### Track usage over the die, run 1

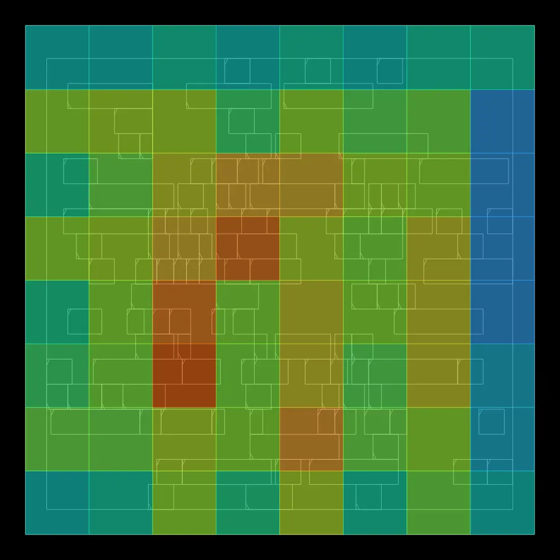
### I/O nets highlighted, run 1

Scale bar: 20 µm.
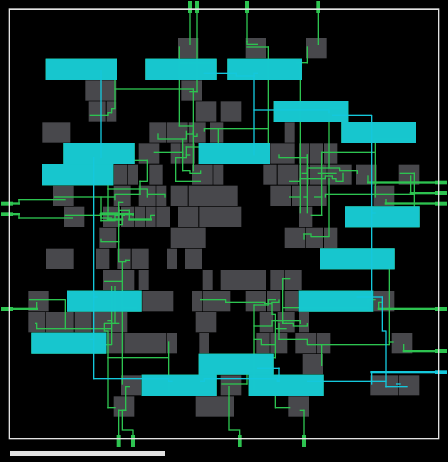
### Cells coloured by class, run 1

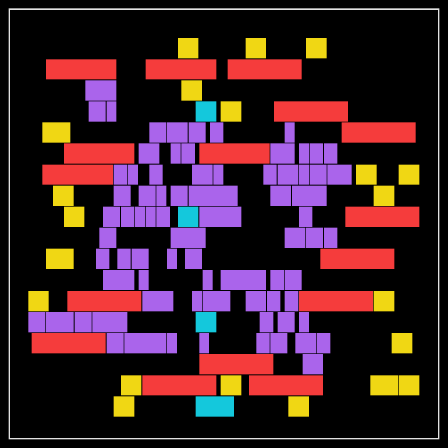
Design xdma_sat_cnt, sky130hd; sources not shown.
==> Slide: Implementation Results, run 1 <==
Key Metrics from the Run

CTS
  • Insertion Delay late pin: a little under 300 ps
  • H-tree depth reported by CTS: 1
  • CTS Buffer Depth: 2
  • Cts hold-fix bufs: 0
  • TritonCTS clock tree: built
  • # clock sinks: 16

Place
  • DP HPWL: between 1000 and 1500 µm
  • Pre-CTS worst setup slack: around 38 ps
  • Dpl cells: around 140

Critical path
  • CP arrival: 1870 ps
  • CP required: approximately 2200 ps
  • Crit path max fanout: 9
  • Critical Path End Type: register
  • Reg-to-reg setup timing slack: 370 ps
  • Worst Reg-to-Reg Cells: 5

Final timing
  • # setup viols final: 0
  • RSZ-0062 raised after global routing: no
  • Final period util: a little over four fifths
  • Final hold vios: 0
  • Final worst slack: approximately 340 ps
  • Final Critical Period: about 1900 ps
  • Max_slew headroom: around three quarters

Synth
  • EDFF count, synth: 0
  • Flops & latches, synth: 16
  • Mapped cell area: ~900 µm²
  • Fraction of registers with async set/reset: 100%
  • Post-Synthesis Net Count: about 100
  • Most used flip-flop cell: dfrtp_1
  • Gate Count Post-Synth: 95
  • Yosys warnings: 0
  • Synthesis area per yosys: slightly above 900 µm²

Route
  • Antenna-violating nets left: 0
  • Vias: between 700 and 800
  • Vias/cell: approximately 5.4
  • DR iter-0 viols: 6

Global routing
  • Number of global-route vias before repair: between 700 and 800
  • GRT Total Usage: 13.7%
  • First-pass GRT wire length: about 3300 µm
  • Antenna violations before repair: 0
  • Pin count of the biggest net entering global routing: 17
  • Total grt overflow: 0

Layout
  • Syn-to-layout area delta: 26.7%
  • Layout cells sized above 1: a little over a third
  • Filler instances: approximately 260
  • Nets: 124
  • Most used logic cell in the final layout: buf_4
  • Max FFs per register: 16

Power and ir drop
  • Leakage: 0.000484 µW

Floorplanning
  • Chip area: about 0.0031 mm²
  • Die height: ~55 µm
  • Init Core Util: 37.1%

Run status
  • Status: finished, final reports clean
Notes on 'Track usage over the die' above:
GRT busiest layer: met2
Util after Layout: 47.0%
M2 GR Usage: 19.7%
M3 GR Usage: 2.81%

Notes on 'I/O nets highlighted' above:
- cyan: rst_n (bits 1; direction input; end cells 16; buffers 2; wire 162 µm)
- green: o_cnt (bits 16; direction output; end cells 16; buffers 16; wire 614 µm)
IO Port Bufs: 19
io pins: 20

Notes on 'Cells coloured by class' above:
- cyan: clock drivers and dummy loads (cells 4; share of their area 3.2%)
- yellow: remaining buffers and delay cells (cells 21; share of their area 15%)
- purple: remaining logic cells (cells 77; share of their area 45%)
- red: registers (cells 16; share of their area 37%)
FP Rows: 18
core area: 0.00248 mm²
fraction of area in registers: 35.6%
post-route cell area: 0.00116 mm²

[run 1: report_power, final]
group          switching (µW)  total [µW]  internal [µW]
Sequential               4.75         303            298
Combinational            45.4        65.4           20.0
Clock                    98.3         199            101
[run 1: layer usage]
layer  GRT usage [%]  share of wire (%)
met1            18.6                 48
met2            19.7                 47
met3            2.81                4.4
met4            6.27               0.77
met5               -                  0
[run 1: per-stage QoR]
step	TNS, ps	hold WS (ps)	power (µW)	utilization, %	instance area, µm²
floorplan	-354	-166	351	-	933
global placement	0	360	375	45.6	1130
detailed placement	0	367	375	45.6	1130
CTS	0	145	578	47.0	1160
global route	0	168	596	47.0	1160
finish	0	145	567	47.0	1160
[run 1: critical path, delay by kind of cell]
kind	cells	cell delay, ps
buf+inv	1	510
simple gates	3	860
compound gates	1	160
[run 1: synth_stat cells (2+ instances only)]
master / count / area (µm²)
a21oi_1: 8 / 40.0
a31oi_1: 3 / 18.8
and2_1: 3 / 18.8
clkbuf_1: 2 / 7.51
dfrtp_1: 16 / 400
inv_1: 2 / 7.51
mux2i_1: 2 / 20.0
nand2_1: 7 / 26.3
nand2b_1: 3 / 18.8
nand3_1: 4 / 20.0
nor2_1: 8 / 30.0
nor2b_1: 2 / 12.5
nor3_1: 3 / 15.0
o21ai_0: 4 / 20.0
o31ai_1: 3 / 22.5
or3_1: 4 / 25.0
or4_1: 2 / 15.0
[run 1: layout make-up]
cell class | instances | area [µm²] | area share, %
Timing Repair Buffer | 21 | 165 | 14.2
Sequential cell | 16 | 414 | 35.6
Inverter | 2 | 7.51 | 0.644
Multi-Input combinational cell | 75 | 504 | 43.3
Tap cell | 30 | 37.5 | 3.22
Clock buffer | 4 | 36.3 | 3.11
[run 1: cells by family after synthesis]
| family | count (synthesis) | share of synthesized area, % |
|---|---|---|
| DFF | 16 | 43.5 |
| muxes | 4 | 5.03 |
| adders and majority gates | 1 | 1.36 |
| xor gates and xnor gates | 1 | 0.953 |
| buffers and inverters | 4 | 1.63 |
| and+or+nand+nor | 47 | 32.0 |
| AOI/OAI and AO/OA | 22 | 15.5 |
==> run 2, diff against run 1 <==
==> constraint.sdc (replaced) <==
create_clock -name clk -period 1.9 [get_ports clk]
set_clock_uncertainty 0.2 [all_clocks]
set_input_delay 0.285 -clock clk [delete_from_list [all_inputs] [get_ports clk]]
set_output_delay 0.285 -clock clk [all_outputs]
set_load 0.1 [all_outputs]
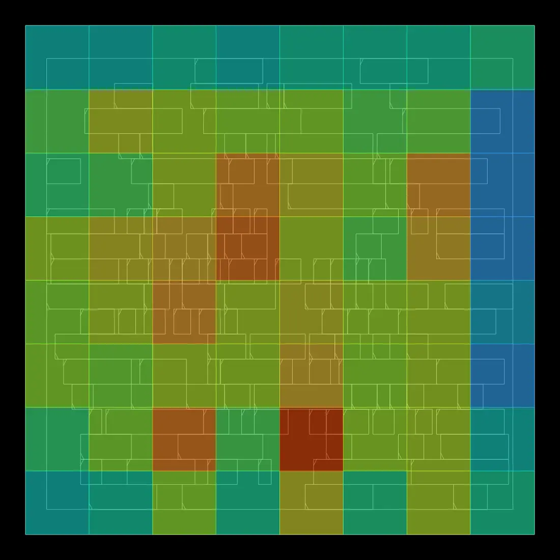
*Track usage over the die, run 2*
M2 GR Usage: 26.5%
Util after Layout: 60.5%
met1 Track Usage GR: 21.3%

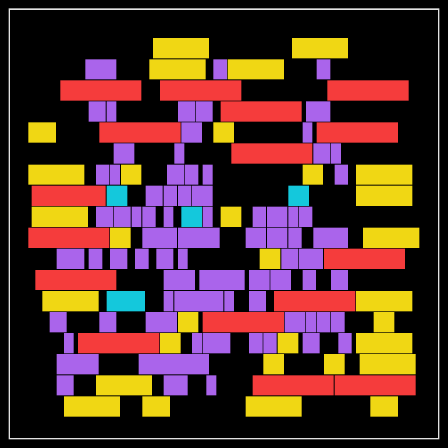
*Cells coloured by class, run 2*
- yellow: remaining buffers and delay cells (cells 31; share of their area 30%)
- red: registers (cells 16; share of their area 31%)
- cyan: clock drivers and dummy loads (cells 4; share of their area 2.5%)
- purple: remaining logic cells (cells 77; share of their area 36%)
post-route cell area: 0.00150 mm²
fraction of area in registers: 30.6%

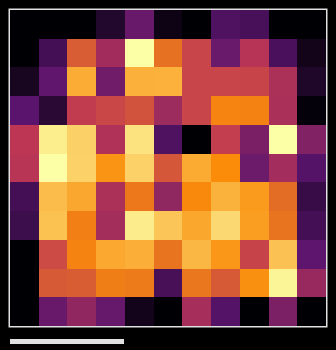
*Cell area per tile, run 2*
Scale bar: 20 µm. 11 x 11 tiles, from black (low) to pale yellow (high), 0 to 100% covered.
- emptiest ninth of the die: upper left
- tiles over 75% full: 25%
- nearly empty tiles: 12%
- fullest tile: 100%
- mean over tiles: 48%
Init Core Util: 37.1%

==> run 2 against run 1 <==
Against the previous run: first-iteration DRC count rose to 4.8 times the previous value; worst hold slack worse by 27 ps; via count grew 8.9%; critical path depth did not move; worst setup slack got worse by 250 ps; routed wire length rose by 16%; cell count grew 6.8%; critical endpoint unchanged.
==> Slide: Implementation Results, run 2 <==
Key Metrics from the Run

Floorplanning
  • Core area: roughly 0.0025 mm²
  • Die height: ~55 µm
  • Chip area: 0.00305 mm²
  • FP Rows: 18
  • Chip Width: about 55 µm
  • Io pins: 20

Synth
  • Post-Synthesis Net Count: ~100
  • Yosys top cell area share: 43.5%
  • Count leader, synth: dfrtp_1
  • Yosys cell count: ~95
  • EDFF count, synth: 0
  • Fraction of registers with async set/reset: 100%
  • Yosys warnings: 0
  • Mapped cell area: ~920 µm²
  • Flops & latches, synth: 16
  • Synthesis area per yosys: 920 µm²
  • Top cells, area: dfrtp_1, a21oi_1, nor2_1, nand2_1, or3_1
  • Mapped Avg Cell Area: around 9.7 µm²
  • Gate Count Post-Synth: around 95
  • Post-synth top area cell: dfrtp_1
  • Sequential share of the synthesized area: between 40% and 50%
  • Commonest cells in the netlist: dfrtp_1, a21oi_1, nor2_1
  • Most used flip-flop cell: dfrtp_1

Critical path
  • Startpoint types: register
  • Worst path max stage delay: about 530 ps
  • Worst Reg-to-Reg Cells: 5
  • CP bufs+invs: 1
  • Crit path max-delay cell type: dfrtp_4
  • Top Family by Delay on Critical Path: flip-flops
  • WP depth: 5
  • CP arrival: ~1800 ps
  • Critical Path End Type: register
  • Reg-to-reg setup timing slack: approximately 94 ps
  • CP required: between 1500 and 2000 ps
  • Crit path max fanout: 5

Layout
  • Most used logic cell in the final layout: buf_12
  • Max FFs per register: 16
  • Filler instances: about 230
  • Layout cells sized above 1: 46.9%
  • Most frequent cells in the layout: buf_12, dfrtp_4, buf_4
  • Syn-to-layout area delta: 63.0%
  • Nets: about 130

CTS
  • Clock Pin Slew Worst Setup and Hold Paths: approximately 100 ps
  • CTS Buffer Depth: 2
  • Cts hold-fix bufs: 0
  • Root Buffer: clkbuf_4
  • # clock sinks: 16
  • CTS Buf Count: 3
  • H-tree depth reported by CTS: 1
  • TritonCTS clock tree: built
  • Insertion Delay late pin: ~290 ps

Global routing
  • GRT busiest layer: met2
  • Pin count of the biggest net entering global routing: 17
  • Number of global-route vias before repair: between 800 and 900
  • M3 GR Usage: just under 5%
  • Antenna violations before repair: 0
  • Total grt overflow: 0
  • First-pass GRT wire length: roughly 4000 µm
  • GRT Total Usage: between 10% and 20%

Place
  • Placer Congestion: about 0.74
  • DP HPWL: about 1700 µm
  • Pre-CTS worst setup slack: -157 ps
  • IO Port Bufs: 19
  • DP Area: about 0.0015 mm²

Final timing
  • RSZ-0062 raised after global routing: no
  • Max_slew headroom: 72.1%
  • Hold WS: ~120 ps
  • Worst Tran Pin Value: approximately 420 ps
  • Final worst slack: 93.6 ps
  • # setup viols final: 0
  • Final period util: a little over nine tenths
  • Final hold vios: 0
  • Final Critical Period: approximately 1800 ps

Power and ir drop
  • Total power: between 600 and 700 µW
  • Leakage: between 0.0005 and 0.0006 µW
  • Cell Pwr Density: ~450 mW/mm²

Run status
  • Status: finished, final reports clean

Route
  • DR iter-0 viols: 29
  • Vias: slightly below 900
  • Vias/cell: 5.49
  • DRC: 0
  • Drt pass-1 iters: 4
  • Antenna-violating nets left: 0
## run 2: repair_timing
item / 4_1_cts / 5_1_grt
endpoints found under the setup margin: 0 / 3
buffers inserted: 0 / 0
gates resized: 0 / 2
## run 2: layer usage
metal  wire length, µm  vias to the layer above
li1                  -                      421
met1              1000                      424
met2              1130                       21
met3               114                        2
met4                16                        0
met5                 0                        -
## run 2: cells by family after synthesis
| family | Yosys count | synth area share, % |
|---|---|---|
| muxes | 4 | 5.03 |
| adders and majority gates | 1 | 1.36 |
| and+or+nand+nor | 47 | 32.0 |
| xor gates and xnor gates | 1 | 0.953 |
| DFF | 16 | 43.5 |
| AOI/OAI and AO/OA | 22 | 15.5 |
| buffers and inverters | 4 | 1.63 |
## run 2: area by class of cell
type	count	area (µm²)	area share (%)
inverter	2	7.51	0.501
clock buffer	4	36.3	2.42
timing repair buffer	31	440	29.4
multi-input combinational	75	519	34.6
sequential	16	458	30.6
tap	30	37.5	2.50
## run 2: per-stage QoR
step / utilization [%] / TNS [ps] / instances
floorplan: - / -85.1 / 95
global placement: 58.9 / -513 / 154
detailed placement: 58.9 / -800 / 154
CTS: 60.4 / 0 / 158
global route: 60.5 / 0 / 158
finish: 60.5 / 0 / 158
## run 2: power breakdown
part / internal, µW / leakage [µW] / switching [µW]
registers: 347 / 0.000191 / 9.37
logic: 37.7 / 0.000351 / 54.6
clock network: 117 / 0.0000210 / 111
total: 501 / 0.000563 / 175
## run 2: worst reg2reg max path: stages, from the launching register on
cell and delay [ps]:
dfrtp_4 530, ha_4 180, inv_1 100, o211ai_1 160, or4_1 420, a21oi_1 150
Power is estimated from default activity; no workload was simulated.
